**Run 1: routed metal, one colour a layer**

(2 px per um)
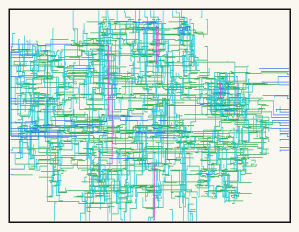
**Run 1: placed cells, one colour a class**

(2 px per um)
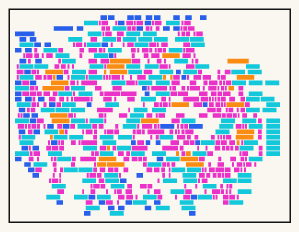
**Run 1: cell area per tile**

(3 px per um) 14 x 11 tiles, from black (low) to pale yellow (high), 0 to 100% covered.
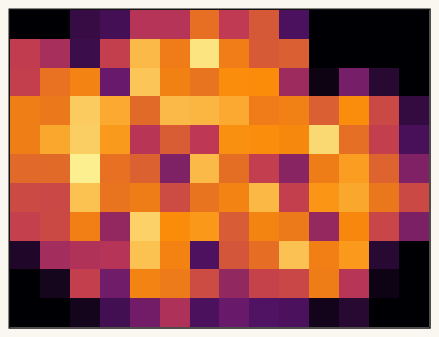
===== src/rtl/hex8_scan_ctrl.sv =====
// hex8_scan_ctrl: time-multiplexed scan controller for an 8-digit
// seven-segment display. A 32-bit hex value, 8 decimal points and 8 blank
// flags are double-buffered: loads land in a shadow register and are
// committed to the display register only at frame boundaries, so a frame
// is never torn. A load that coincides with the boundary bypasses the
// shadow and becomes visible on the very next cycle.
module hex8_scan_ctrl #(
  parameter int unsigned DIV = 100000
) (
  input  logic        clk,
  input  logic        rst,
  input  logic        en,
  input  logic        load,
  input  logic [31:0] din,
  input  logic [7:0]  dp_in,
  input  logic [7:0]  blank_in,
  output logic        pending,
  output logic        frame_tick,
  output logic [7:0]  seg_cs_pin,
  output logic [7:0]  seg_data_0_pin,
  output logic [7:0]  seg_data_1_pin
);

  localparam int unsigned          CNT_W   = (DIV > 1) ? $clog2(DIV) : 1;
  localparam logic [CNT_W-1:0]     CNT_MAX = CNT_W'(DIV - 1);

  // Hex nibble to {g,f,e,d,c,b,a}, active-high.
  function automatic logic [6:0] hex_to_seg(input logic [3:0] nib);
    logic [6:0] seg;
    case (nib)
      4'h0:    seg = 7'b0111111;
      4'h1:    seg = 7'b0000110;
      4'h2:    seg = 7'b1011011;
      4'h3:    seg = 7'b1001111;
      4'h4:    seg = 7'b1100110;
      4'h5:    seg = 7'b1101101;
      4'h6:    seg = 7'b1111101;
      4'h7:    seg = 7'b0000111;
      4'h8:    seg = 7'b1111111;
      4'h9:    seg = 7'b1101111;
      4'hA:    seg = 7'b1110111;
      4'hB:    seg = 7'b1111100;
      4'hC:    seg = 7'b0111001;
      4'hD:    seg = 7'b1011110;
      4'hE:    seg = 7'b1111001;
      4'hF:    seg = 7'b1110001;
      default: seg = 7'b0000000;
    endcase
    return seg;
  endfunction

  // Packed display word layout: {value[31:0], dp[7:0], blank[7:0]}.
  logic [CNT_W-1:0] cnt_q,     cnt_d;
  logic [2:0]       idx_q,     idx_d;
  logic [47:0]      shadow_q,  shadow_d;
  logic [47:0]      disp_q,    disp_d;
  logic             pending_q, pending_d;
  logic             ftick_q,   ftick_d;
  logic [7:0]       cs_q,      cs_d;
  logic [7:0]       seg0_q,    seg0_d;
  logic [7:0]       seg1_q,    seg1_d;

  logic             wrap_s;
  logic             boundary_s;
  logic [47:0]      load_word_s;
  logic [31:0]      disp_val_s;
  logic [7:0]       disp_dp_s;
  logic [7:0]       disp_blank_s;
  logic [3:0]       nib_s;
  logic [7:0]       seg_s;

  // Next-state: scan counter, double-buffer commit and registered outputs.
  always_comb begin
    cnt_d        = cnt_q;
    idx_d        = idx_q;
    shadow_d     = shadow_q;
    disp_d       = disp_q;
    pending_d    = pending_q;
    ftick_d      = 1'b0;
    cs_d         = 8'h00;
    seg0_d       = 8'h00;
    seg1_d       = 8'h00;

    wrap_s       = (cnt_q == CNT_MAX);
    boundary_s   = wrap_s && (idx_q == 3'd7);
    load_word_s  = {din, dp_in, blank_in};

    if (wrap_s) begin
      cnt_d = {CNT_W{1'b0}};
      idx_d = idx_q + 3'd1;
    end else begin
      cnt_d = cnt_q + CNT_W'(1);
      idx_d = idx_q;
    end

    ftick_d = boundary_s;

    // A load on the boundary edge goes straight to the display; otherwise
    // it waits in the shadow until the next boundary.
    if (load && boundary_s) begin
      disp_d    = load_word_s;
      shadow_d  = load_word_s;
      pending_d = 1'b0;
    end else if (load) begin
      shadow_d  = load_word_s;
      pending_d = 1'b1;
    end else if (boundary_s && pending_q) begin
      disp_d    = shadow_q;
      pending_d = 1'b0;
    end else begin
      pending_d = pending_q;
    end

    // Outputs are decoded from the current idx/display and registered,
    // so they trail idx by one cycle.
    disp_val_s   = disp_q[47:16];
    disp_dp_s    = disp_q[15:8];
    disp_blank_s = disp_q[7:0];
    nib_s        = disp_val_s[{idx_q, 2'b00} +: 4];
    if (disp_blank_s[idx_q]) begin
      seg_s = 8'h00;
    end else begin
      seg_s = {disp_dp_s[idx_q], hex_to_seg(nib_s)};
    end

    if (en) begin
      cs_d = 8'h01 << idx_q;
      if (idx_q[2]) begin
        seg0_d = 8'h00;
        seg1_d = seg_s;
      end else begin
        seg0_d = seg_s;
        seg1_d = 8'h00;
      end
    end else begin
      cs_d   = 8'h00;
      seg0_d = 8'h00;
      seg1_d = 8'h00;
    end
  end

  // State and output registers with synchronous reset that overrides load.
  always_ff @(posedge clk) begin
    if (rst) begin
      cnt_q     <= {CNT_W{1'b0}};
      idx_q     <= 3'd0;
      shadow_q  <= 48'h0;
      disp_q    <= 48'h0;
      pending_q <= 1'b0;
      ftick_q   <= 1'b0;
      cs_q      <= 8'h00;
      seg0_q    <= 8'h00;
      seg1_q    <= 8'h00;
    end else begin
      cnt_q     <= cnt_d;
      idx_q     <= idx_d;
      shadow_q  <= shadow_d;
      disp_q    <= disp_d;
      pending_q <= pending_d;
      ftick_q   <= ftick_d;
      cs_q      <= cs_d;
      seg0_q    <= seg0_d;
      seg1_q    <= seg1_d;
    end
  end

  assign pending        = pending_q;
  assign frame_tick     = ftick_q;
  assign seg_cs_pin     = cs_q;
  assign seg_data_0_pin = seg0_q;
  assign seg_data_1_pin = seg1_q;

endmodule


===== config.mk =====
export PLATFORM = sky130hd
export DESIGN_NAME = hex8_scan_ctrl
export DESIGN_NICKNAME = d
export VERILOG_FILES = /design/src/rtl/hex8_scan_ctrl.sv
export SDC_FILE = /design/constraint.sdc
export NUM_CORES = 1
export LEC_CHECK = 0
export CORE_ASPECT_RATIO = 0.75
export CORE_MARGIN = 2
export CORE_UTILIZATION = 45
export DETAILED_ROUTE_END_ITERATION = 16
export DONT_BUFFER_PORTS = 1
export PLACE_DENSITY = 0.65
export REMOVE_ABC_BUFFERS = 1
export SLEW_MARGIN = 20
export SYNTH_ARGS = -nofsm -noshare
export SYNTH_HDL_FRONTEND = slang
export SYNTH_SLANG_ARGS = --single-unit

===== constraint.sdc =====
create_clock -name clk -period 2.57 [get_ports clk]
set_clock_uncertainty 0.1 [all_clocks]
set_input_delay 0.257 -clock clk [delete_from_list [all_inputs] [get_ports clk]]
set_output_delay 0.257 -clock clk [all_outputs]
set_load 0.005 [all_outputs]

==> CHANGELOG.md, run 1 <==
## Flow update

* Die Ht at 105.8 um
* Synth Area per Inst at 9.946 um^2
* Worst IR Drop VDD at a little over 0.6 mV
* Fmax at 0.4186 GHz
* CTS sink cnt at between 100 and 150
* Crit path DRT at about 2.8 ns
* Power Clock at ~2.5 mW
* Clock transition at the registers of the reported paths at about 0.06 ns
* Slowest stage delay, CP at 0.55 ns
* Rel. slew slack at 58.11%
* Final Util at 55.80%
* CP arrival at 2.60 ns
* Routed length on met1 at 6.794 mm
* Non-clock inverter count at 7
* Mapped Cells at between 600 and 700
* Initial DRC Count at about 330
* CTS Buf Count at 17
* Status: completed
* Fin crit share at 92.94%
* Sw Pwr at 1.106 mW
* Final Power at about 5 mW
* Comb. pwr at around 320 uW
* Pwr top: the clock network
* Post-DP Area at roughly 0.0063 mm^2
* Cell family with most CP delay: multiplexers
* Post-CTS setup buffers at 0
* Chip Area, Yosys at 0.006216 mm^2
* Commonest flop: dfxtp_1
* Leakage power at approximately 2.8 nW
* Die W at approximately 140 um
* Fin worst setup slack at 0.1813 ns
* Non-clk bufs at 77
* Register area at 0.002844 mm^2
* # setup viols final at 0
* Reg power frac at 45.1%
* Hold Path Origin: din[1]
* Registers at around 140
* Met2 usage at 31.74%
* Critical Path End: seg_data_0_pin[5]$_SDFF_PP0_
* Non-filler instance count after layout at 863
* Worst-path cell chain: mux4_2, mux2i_2, inv_1, ha_1, nor2_1, a211oi_1, a211oi_1
* H-Tree Depth at 4
* CP Capture Type: flop
* Crit start category: flop
* Core area at between 0.01 and 0.015 mm^2
* Wire length on met2 at 6.437 mm
* Fillers at 1,168
* Post-route ant nets at 0
* CP bufs+invs at 1
* Seq area share at between 30 and 40%
* FFs w/ async S/R, synth at 0%
* Multi-input gates at 430
* Synth top area share at 45.73%
* Synthesis-to-layout area growth at 22.18%
* R2r setup slk at 0.18 ns
* Dpl cells at between 700 and 800
* Crit. path cell count at 7
* Met1 Use GR at 26.68%
* DR vias/cell at 5.472
* Clock Power Share at ~49%
* Crit. Startpoint: idx_q[0]$_SDFFE_PP0N_
* Dominant logic cell types in the final layout: dfxtp_1 (141), nor2_1 (112), dlygate4sd3_1 (62), mux2i_1 (52), a211oi_1 (27)
* # DRC at 0
* Data buffer area share at 10.51%
* Slowest cell on the critical path: mux4_2
* I/O pin count at 78
* I/O Buffers at 0
* Grt total ovfl at 0
* Hold endpoint: disp_q[17]$_SDFFE_PP0P_
* Comb area at a little over 0.003 mm^2
* Post-synthesis sequential area ratio at 45.73%
* Kind of critical path: flop to flop
* Vias in the first global route at 4,921
* Yosys top cell by area: dfxtp_1
* Worst hold slack at about 0.021 ns
* RSZ-0062 raised after global routing: no
* Comb/total area at 41.04%
* Seq pwr at 2.29 mW
* Yosys reg bits at 142
* Clk_lat worst skew at 0.41 ns
* Worst R2R Start: idx_q[0]$_SDFFE_PP0N_
* Worst r2r dst: seg_data_0_pin[5]$_SDFF_PP0_
* RD Place Congestion at 0.8514
* Final hold vios at 0
About 'routed metal, one colour a layer':
legend:
  cyan:
    layer: metal 2
    wire_length: 6,440 um
  blue:
    layer: metal 3
    wire_length: 760 um
  magenta:
    layer: metal 4
    wire_length: 273 um
  green:
    layer: metal 1
    wire_length: 6,790 um
per-cell routed wire length: 16.53 um
final wirelength: 14.27 mm
DR vias: 4,722
Total GRT Usage: 19.94%

About 'placed cells, one colour a class':
legend:
  cyan:
    class: flops
    cells: 142
    share_of_their_area: 39%
  orange:
    class: clock drivers and dummy loads
    cells: 32
    share_of_their_area: 8.0%
  blue:
    class: other buffers and delay cells
    cells: 77
    share_of_their_area: 11%
  magenta:
    class: combinational and other logic
    cells: 437
    share_of_their_area: 43%
fin area: 0.007595 mm^2
num rows: 37

About 'cell area per tile':
nearly empty tiles: 12%
mean over tiles: 50%
emptiest ninth of the die: top right
tiles over 75% full: 19%
fullest tile: 96%

## run 1: cells by family after synthesis
kind of cell | synth area share [%]
buf+inv | 4.267
mux | 13.18
fa+ha+maj | 2.617
flops | 45.73
simple gates | 17.63
xor+xnor | 2.254
compound gates | 14.31
## run 1: flip-flops by register name, indices dropped and copies added (netlist names)
| signal | flops |
|---|---|
| disp_q | 48 |
| frame_tick | 1 |
| idx_q | 3 |
| seg_cs_pin | 8 |
| seg_data_0_pin | 8 |
| pending | 1 |
| seg_data_1_pin | 8 |
| shadow_q | 48 |
| cnt_q | 17 |
## run 1: timing repair
item | 4_1_cts | 5_1_grt
resized | 0 | 1
endpoints found under the setup margin | 0 | 8
hold endpoints to repair | 101 | 0
hold buffers | 64 | 0
**Run 1: pin placement**

(3 px per um) Pins as bars across the die edge, other pins in grey.
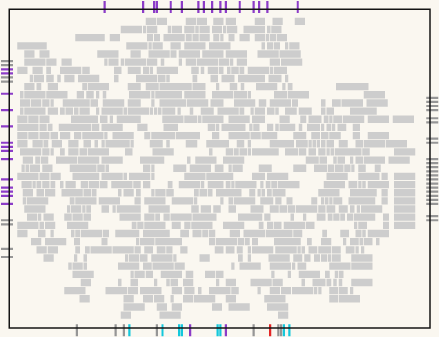

==> inputs of run 2 (changes only) <==
--- a/config.mk
+++ b/config.mk
@@ -10,7 +10,6 @@
 export CORE_UTILIZATION = 45
 export DETAILED_ROUTE_END_ITERATION = 16
 export DONT_BUFFER_PORTS = 1
-export PLACE_DENSITY = 0.65
 export REMOVE_ABC_BUFFERS = 1
 export SLEW_MARGIN = 20
 export SYNTH_ARGS = -nofsm -noshare
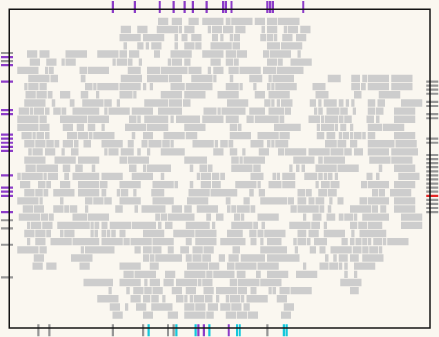
**Above:** run 2 (pin placement).
(3 px per um) Pins as bars across the die edge, other pins in grey.
legend:
  cyan:
    port: blank_in
    pins: 8
    direction: input
    edge: bottom
  purple:
    port: din
    pins: 32
    direction: input
    edge: 15 left, 14 top, 3 bottom
  red:
    port: en
    pins: 1
    direction: input
    edge: right
all pins by edge: 25 right, 21 left, 18 bottom, 14 top

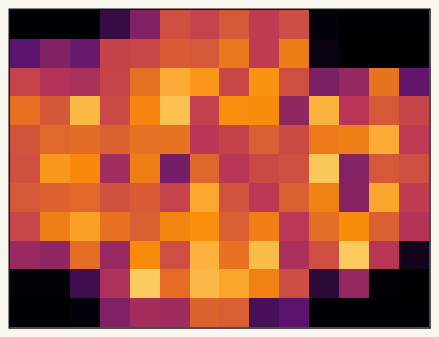
**Above:** run 2 (cell area per tile).
(3 px per um) 14 x 11 tiles, from black (low) to pale yellow (high), 0 to 100% covered.
core area: 0.01361 mm^2
fp_density: 45.67%

==> CHANGELOG.md, run 2 <==
## Flow update

* Status: completed (unchanged)
* Nets at 735 (was 740)
* And+or+nand+nor area frac at 17.63% (unchanged)
* Number of diodes at 0 (unchanged)
* Crit start category: flop (unchanged)
* Final hold vios at 0 (unchanged)
* CTS tree: built (unchanged)
* Crit path DRT at 2.78 ns (about the same)
* Post-CTS setup buffers at 0 (unchanged)
* Die Ht at 105.8 um (unchanged)
* Pwr top: the clock network (unchanged)
* Num rows at 37 (unchanged)
* CP arrival at 2.60 ns (about the same)
* Mux frac, synth at 13.18% (unchanged)
* Post-synth cell types at 56 (unchanged)
* Reg power frac at 45.5% (was 45.1%)
* Final wirelength at 14.01 mm (was 14.27 mm)
* Wire length on met2 at 6.320 mm (was 6.437 mm)
* Worst-path cell chain: ha_1, and4_1, nand3_2, nor4b_4, buf_12, nor2_1, a211oi_1 (was mux4_2, mux2i_2, inv_1, ha_1, nor2_1, a211oi_1, a211oi_1)
* Die W at 139.7 um (unchanged)
* CTS sink cnt at 142 (unchanged)
* Max clock buf depth at 2 (unchanged)
* Mapped Cells at 625 (unchanged)
* Synth top cell by count: dfxtp_1 (unchanged)
* CTS Buf Count at 17 (unchanged)
* Fin worst setup slack at 0.1834 ns (was 0.1813 ns)
* Post-route ant nets at 0 (unchanged)
* Clock transition at the registers of the reported paths at 0.06 ns (about the same)
* P per Cell Area at 664.8 mW/mm^2 (was 667.8 mW/mm^2)
* DR vias at 4,634 (was 4,722)
* Clk_lat worst skew at 0.42 ns (was 0.41 ns)
* Slew @ Worst Pin at 0.5468 ns (was 0.6270 ns)
* Met2 usage at 30.35% (was 31.74%)
* Largest registers: disp_q x48, shadow_q x48, cnt_q x17 (unchanged)
* Fmax at 0.4190 GHz (was 0.4186 GHz)
* Synthesis-to-layout area growth at 21.50% (was 22.18%)
* Comb. pwr at 314 uW (was 320 uW)
* P_int at 3.961 mW (was 3.966 mW)
* Fin crit share at 92.86% (was 92.94%)
* Clock Power Share at 48.2% (was 48.6%)
* Chip Area, Yosys at 0.006216 mm^2 (unchanged)
* Register area at 0.002844 mm^2 (unchanged)
* FFs w/ async S/R, synth at 0% (unchanged)
* Slowest cell on the critical path: nor4b_4 (was mux4_2)
* Synth top area share at 45.73% (unchanged)
* N_taps at 175 (unchanged)
* Post-synth EDFFs at 0 (unchanged)
* # DRC at 0 (unchanged)
* Leakage power at 2.813 nW (was 2.834 nW)
* Largest net degree at the start of global routing at 110 (was 109)
* HPWL Detailed at 8.601 mm (was 8.652 mm)
* Complex-gate fraction of the synthesized area at 14.31% (unchanged)
* Synth Warn # at 0 (unchanged)
* Post-synthesis sequential area ratio at 45.73% (unchanged)
* Data buffer area share at 9.973% (was 10.51%)
* Non-clock inverter count at 7 (unchanged)
* Registers at 142 (unchanged)
* Yosys reg bits at 142 (unchanged)
* Chip area at 0.01478 mm^2 (unchanged)
* CTS hold repair buffers at 61 (was 64)
* CP Capture Type: flop (unchanged)
* Dominant logic cell types in the final layout: dfxtp_1 (141), nor2_1 (112), dlygate4sd3_1 (59), mux2i_1 (52), a211oi_1 (27) (was dfxtp_1 (141), nor2_1 (112), dlygate4sd3_1 (62), mux2i_1 (52), a211oi_1 (27))
* Slowest stage delay, CP at 0.49 ns (was 0.55 ns)
* Multi-input gates at 430 (unchanged)
* Grt total ovfl at 0 (unchanged)
* Comb area at 0.003126 mm^2 (was 0.003117 mm^2)
* First-pass GRT wire length at 22.97 mm (was 23.87 mm)
* Synth Cell Area at 0.006216 mm^2 (unchanged)
* Synth Area per Inst at 9.946 um^2 (unchanged)
* Post-synth top cells: dfxtp_1 (142), nor2_1 (112), mux2i_1 (52), a211oi_1 (27), o21ai_0 (26) (unchanged)
* Final min period at 2.387 ns (was 2.389 ns)
* Power Clock at 2.42 mW (was 2.47 mW)
* Root buffer cell: clkbuf_16 (unchanged)
* GRT busiest layer: met2 (unchanged)
* Final Util at 55.49% (was 55.80%)
* Commonest flop: dfxtp_1 (unchanged)
* M3 GR Usage at 5.316% (was 4.362%)
* DR vias/cell at 5.414 (was 5.472)
* Seq area share at 37.66% (was 37.45%)
* Sw Pwr at 1.060 mW (was 1.106 mW)
* Tool warnings at 36 (unchanged)
* Non-clk bufs at 72 (was 77)
* Initial antenna violation count at 0 (was 1)
* Seq pwr at 2.29 mW (about the same)
* RSZ-0062 raised after global routing: no (unchanged)
* Hold Crit Class: input pin to flop (unchanged)
* Yosys top cell by area: dfxtp_1 (unchanged)
* Kind of critical path: flop to flop (unchanged)
* I/O pin count at 78 (unchanged)
* Rel. slew slack at 63.47% (was 58.11%)
* Max-cap violations at 0 (unchanged)
* Max layer used: met4 (unchanged)
* RD Place Congestion at 0.8452 (was 0.8514)
* Comb/total area at 41.39% (was 41.04%)
* 1st-pass router iterations at 5 (was 8)
* Gate power share at 6.2% (was 6.3%)
* Final slew viol count at 0 (unchanged)
* XOR Share, Synth at 2.254% (unchanged)
* Largest class: logic gates (unchanged)
* Synth area leaders: dfxtp_1 (46%), mux2i_1 (8.4%), nor2_1 (6.8%), mux4_2 (3.6%), a211oi_2 (3.4%) (unchanged)
* Routed length on met1 at 6.796 mm (was 6.794 mm)
* Cell family with most CP delay: simple AND/OR/NAND/NOR gates (was multiplexers)
* Clock network area share at 7.737% (was 7.776%)
* # Cells Yosys at 625 (unchanged)
* Share of layout cells above drive strength 1 at 12.48% (was 12.94%)
* CP bufs+invs at 1 (unchanged)
* Vias in the first global route at 4,662 (was 4,921)
* Most used logic cell in the final layout: dfxtp_1 (unchanged)
* Fillers at 1,200 (was 1,168)
* Switching Share at 21.11% (was 21.80%)
* Worst IR Drop VDD at 0.8162 mV (was 0.6232 mV)
* Post-CTS sizing at 2 (was 0)
* # setup viols final at 0 (unchanged)
* Initial DRC Count at 272 (was 332)
* I/O Buffers at 0 (unchanged)
* H-Tree Depth at 4 (unchanged)
* Post-place setup slack at 0.006452 ns (was 0.05798 ns)
* Clkbuf count at 24 (was 20)
* Worst hold slack at 0.01631 ns (was 0.02150 ns)
* CP max FO at 43 (was 7)
* Top comb family, area: simple AND/OR/NAND/NOR gates (unchanged)
* Met3 WL post-DR at 644 um (was 759 um)
* Met1 Use GR at 26.40% (was 26.68%)
* FA/HA/MAJ Cells, Area Fraction at 2.617% (unchanged)
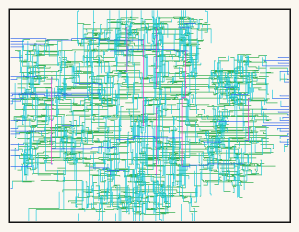
**Above:** run 2 (routed metal, one colour a layer).
(2 px per um)
legend:
  green:
    layer: metal 1
    wire_length: 6,800 um
  cyan:
    layer: metal 2
    wire_length: 6,320 um
  magenta:
    layer: metal 4
    wire_length: 251 um
  blue:
    layer: metal 3
    wire_length: 645 um
per-cell routed wire length: 16.37 um
Total GRT Usage: 19.67%

==> run 2: cell counts after synthesis <==
No cell type changed its count.
==> run 2: per-stage QoR <==
step	instance area [um^2]	power, mW	TNS [ns]	std cells
after floorplan	5977	2.470	-47.56	579
after global placement	6305	2.506	0	764
after detailed placement	6305	2.512	0	764
after CTS	7545	5.056	0	855
after global routing	7552	5.203	0	856
final	7552	5.021	0	856
==> run 2: final timing paths <==
check	start	end	slack, ns	depth (start not counted)
max	cnt_q[0]$_SDFF_PP0_	disp_q[26]$_SDFFE_PP0P_	0.18	7
min	load	shadow_q[12]$_SDFFE_PP0P_	0.02	2
max reg2reg	cnt_q[0]$_SDFF_PP0_	disp_q[26]$_SDFFE_PP0P_	0.18	7
min reg2reg	cnt_q[0]$_SDFF_PP0_	cnt_q[0]$_SDFF_PP0_	0.36	1
**Run 2: placed cells, one colour a class**

(2 px per um)
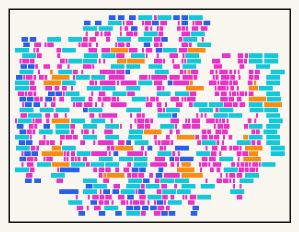

==> inputs of run 3 (changes only) <==
--- a/config.mk
+++ b/config.mk
@@ -7,9 +7,10 @@
 export LEC_CHECK = 0
 export CORE_ASPECT_RATIO = 0.75
 export CORE_MARGIN = 2
-export CORE_UTILIZATION = 45
+export CORE_UTILIZATION = 54
 export DETAILED_ROUTE_END_ITERATION = 16
 export DONT_BUFFER_PORTS = 1
+export PLACE_DENSITY = 0.69
 export REMOVE_ABC_BUFFERS = 1
 export SLEW_MARGIN = 20
 export SYNTH_ARGS = -nofsm -noshare
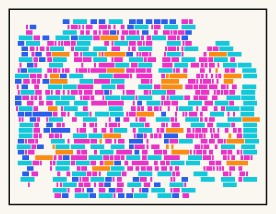
**Above:** run 3 (placed cells, one colour a class).
(2 px per um)
legend:
  orange:
    class: clock drivers and dummy loads
    cells: 32
    share_of_their_area: 8.2%
  cyan:
    class: flops
    cells: 142
    share_of_their_area: 39%
  blue:
    class: other buffers and delay cells
    cells: 70
    share_of_their_area: 10%
  magenta:
    class: combinational and other logic
    cells: 437
    share_of_their_area: 43%
Final Util: 67.90%
Seq area share: 37.85%

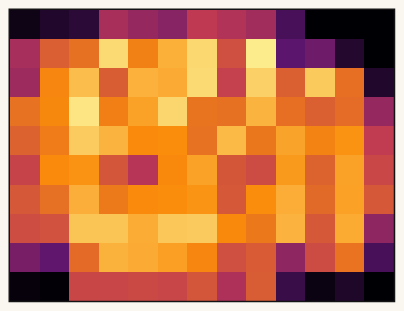
**Above:** run 3 (cell area per tile).
(3 px per um) 13 x 10 tiles, from black (low) to pale yellow (high), 0 to 100% covered.
mean over tiles: 59%
emptiest ninth of the die: top right
tiles over 75% full: 31%
fullest tile: 96%

==> CHANGELOG.md, run 3 <==
## Flow update

* DR vias/cell at 5.786 (was 5.414)
* Final setup TNS at 0 ns (unchanged)
* Mux frac, synth at 13.18% (unchanged)
* Synth area leaders: dfxtp_1 (46%), mux2i_1 (8.4%), nor2_1 (6.8%), mux4_2 (3.6%), a211oi_2 (3.4%) (unchanged)
* Synth Cell Area at 0.006216 mm^2 (unchanged)
* # Cells Yosys at 625 (unchanged)
* Hold Crit Class: input pin to flop (unchanged)
* Mapped Cells at 625 (unchanged)
* Number of diodes at 0 (unchanged)
* Initial DRC Count at 327 (was 272)
* Post-route ant nets at 0 (unchanged)
* Critical Path End: seg_data_1_pin[3]$_SDFF_PP0_ (was disp_q[26]$_SDFFE_PP0P_)
* R2r setup slk at 0.21 ns (was 0.18 ns)
* Kind of critical path: flop to flop (unchanged)
* Largest net degree at the start of global routing at 110 (unchanged)
* Synthesis-to-layout area growth at 20.87% (was 21.50%)
* # setup viols final at 0 (unchanged)
* RD Place Congestion at 0.8417 (was 0.8452)
* First-pass GRT wire length at 23.58 mm (was 22.97 mm)
* Wire length on met2 at 6.683 mm (was 6.320 mm)
* Synth Warn # at 0 (unchanged)
* Comb. pwr at 312 uW (was 314 uW)
* Hold endpoint: pending$_SDFFE_PP0P_ (was shadow_q[12]$_SDFFE_PP0P_)
* HPWL Detailed at 8.336 mm (was 8.601 mm)
* Grt total ovfl at 0 (unchanged)
* Routed length on met1 at 6.467 mm (was 6.796 mm)
* Slew @ Worst Pin at 0.6991 ns (was 0.5468 ns)
* Max clock buf depth at 2 (unchanged)
* Crit start category: flop (unchanged)
* 1st-pass router iterations at 5 (unchanged)
* Post-place setup slack at -0.04995 ns (was 0.006452 ns)
* Core area at 0.01107 mm^2 (was 0.01361 mm^2)
* Path depth of the worst reg2reg path at 6 (was 7)
* Dominant logic cell types in the final layout: dfxtp_1 (141), nor2_1 (112), dlygate4sd3_1 (59), mux2i_1 (52), a211oi_1 (27) (unchanged)
* Synth top area share at 45.73% (unchanged)
* Max layer used: met4 (unchanged)
* Hold depth at 2 (unchanged)
* Post-synth top cells: dfxtp_1 (142), nor2_1 (112), mux2i_1 (52), a211oi_1 (27), o21ai_0 (26) (unchanged)
* Final min period at 2.361 ns (was 2.387 ns)
* CTS hold repair buffers at 61 (unchanged)
* Final hold vios at 1 (was 0)
* Tool warnings at 36 (unchanged)
* GRT busiest layer: met2 (unchanged)
* CP max FO at 7 (was 43)
* Post-CTS setup buffers at 0 (unchanged)
* Clk_lat worst skew at 0.42 ns (about the same)
* Post-synth EDFFs at 0 (unchanged)
* CP Capture Type: flop (unchanged)
* Worst-path cell chain: mux4_2, mux2_2, inv_1, ha_1, o211ai_1, a21oi_1 (was ha_1, and4_1, nand3_2, nor4b_4, buf_12, nor2_1, a211oi_1)
* Status: finished with violations (was completed)
* Complex-gate fraction of the synthesized area at 14.31% (unchanged)
* Post-synth cell types at 56 (unchanged)
* Reg power frac at 44.8% (was 45.5%)
* Num rows at 33 (was 37)
* CTS Buf Count at 17 (unchanged)
* CP bufs+invs at 1 (unchanged)
* Yosys top cell by area: dfxtp_1 (unchanged)
* Cell family with most CP delay: multiplexers (was simple AND/OR/NAND/NOR gates)
* Power Clock at 2.51 mW (was 2.42 mW)
* Vias in the first global route at 4,712 (was 4,662)
* Final Power at 5.111 mW (was 5.021 mW)
* P_int at 4.046 mW (was 3.961 mW)
* Fp_density at 56.17% (was 45.67%)
* Post-DP Area at 0.006254 mm^2 (was 0.006305 mm^2)
* Met3 WL post-DR at 700 um (was 644 um)
* Crit path DRT at 2.76 ns (was 2.78 ns)
* XOR Share, Synth at 2.254% (unchanged)
* Hold Path Origin: load (unchanged)
* Worst hold slack at -0.001007 ns (was 0.01631 ns)
* Non-filler instance count after layout at 821 (was 856)
* Switching Share at 20.83% (was 21.11%)
* Fin area at 0.007513 mm^2 (was 0.007552 mm^2)
* Leakage power at 2.810 nW (was 2.813 nW)
* Final slew viol count at 0 (unchanged)
* Crit. Startpoint: idx_q[0]$_SDFFE_PP0N_ (was cnt_q[0]$_SDFF_PP0_)
* Synth top cell by count: dfxtp_1 (unchanged)
* Synth Area per Inst at 9.946 um^2 (unchanged)
* Clock Power Share at 49.1% (was 48.2%)
* CP arrival at 2.55 ns (was 2.60 ns)
* Slowest stage delay, CP at 0.53 ns (was 0.49 ns)
* Root buffer cell: clkbuf_16 (unchanged)
* Max-cap violations at 0 (unchanged)
* Post-CTS sizing at 1 (was 2)
* Share of layout cells above drive strength 1 at 12.04% (was 12.48%)
* Post-synthesis sequential area ratio at 45.73% (unchanged)
* Final wirelength at 14.07 mm (was 14.01 mm)
* Rel. slew slack at 53.33% (was 63.47%)
* Total GRT Usage at 23.91% (was 19.67%)
* Top comb family, area: simple AND/OR/NAND/NOR gates (unchanged)
* And+or+nand+nor area frac at 17.63% (unchanged)
* Gate power share at 6.1% (was 6.2%)
* I/O pin count at 78 (unchanged)
* Worst R2R Start: idx_q[0]$_SDFFE_PP0N_ (was cnt_q[0]$_SDFF_PP0_)
* Chip area at 0.01239 mm^2 (was 0.01478 mm^2)
* H-Tree Depth at 4 (unchanged)
* Chip Area, Yosys at 0.006216 mm^2 (unchanged)
* Worst IR Drop VDD at 0.5040 mV (was 0.8162 mV)
* Sw Pwr at 1.065 mW (was 1.060 mW)
* DR vias at 4,750 (was 4,634)
* Violated checks: hold timing
* RSZ-0062 raised after global routing: no (unchanged)
* Pwr top: the clock network (unchanged)
* Yosys reg bits at 142 (unchanged)
* Fin worst setup slack at 0.2091 ns (was 0.1834 ns)
* Most used logic cell in the final layout: dfxtp_1 (unchanged)
* Crit. path cell count at 6 (was 7)
* Initial antenna violation count at 0 (unchanged)
* Fin crit share at 91.86% (was 92.86%)
* Largest registers: disp_q x48, shadow_q x48, cnt_q x17 (unchanged)
* P per Cell Area at 680.2 mW/mm^2 (was 664.8 mW/mm^2)
* FFs w/ async S/R, synth at 0% (unchanged)
* Slowest cell on the critical path: mux4_2 (was nor4b_4)
* Fmax at 0.4236 GHz (was 0.4190 GHz)
* Nets at 733 (was 735)
* Clock transition at the registers of the reported paths at 0.06 ns (about the same)
* Met2 usage at 37.68% (was 30.35%)
* Dpl cells at 728 (was 764)
* Commonest flop: dfxtp_1 (unchanged)
* CTS tree: built (unchanged)
* Seq pwr at 2.29 mW (about the same)
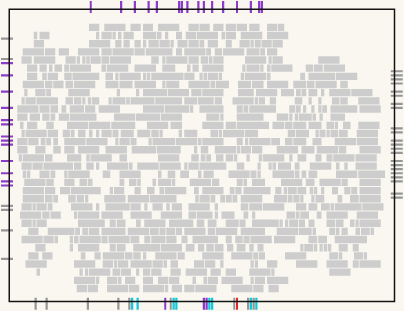
**Above:** run 3 (pin placement).
(3 px per um) Pins as bars across the die edge, other pins in grey.
legend:
  red:
    port: en
    pins: 1
    direction: input
    edge: bottom
  purple:
    port: din
    pins: 32
    direction: input
    edge: 16 top, 13 left, 3 bottom
  cyan:
    port: blank_in
    pins: 8
    direction: input
    edge: bottom
all pins by edge: 22 right, 21 bottom, 19 left, 16 top
I/O Buffers: 0
Die Ht: 96.92 um
Die W: 127.9 um

==> run 3: cell counts after synthesis <==
No cell type changed its count.
==> run 3: area by class of cell <==
type | instances | area [um^2]
Timing Repair Buffer | 70 | 738.2
Clock inverter | 6 | 105.1
Multi-Input combinational cell | 430 | 3126
Inverter | 7 | 26.28
Tap cell | 140 | 175.2
Clock buffer | 26 | 499.2
Fill cell | 864 | 3552
Sequential cell | 142 | 2844
==> run 3: worst register-to-register path, delay by kind of cell, from the launching register on <==
kind,cells,cell delay [ns]
DFF,1,0.45
buffers and inverters,1,0.16
AOI/OAI and AO/OA,2,0.35
muxes,2,0.89
adders and majority gates,1,0.28
Power and IR drop assume default switching activity.
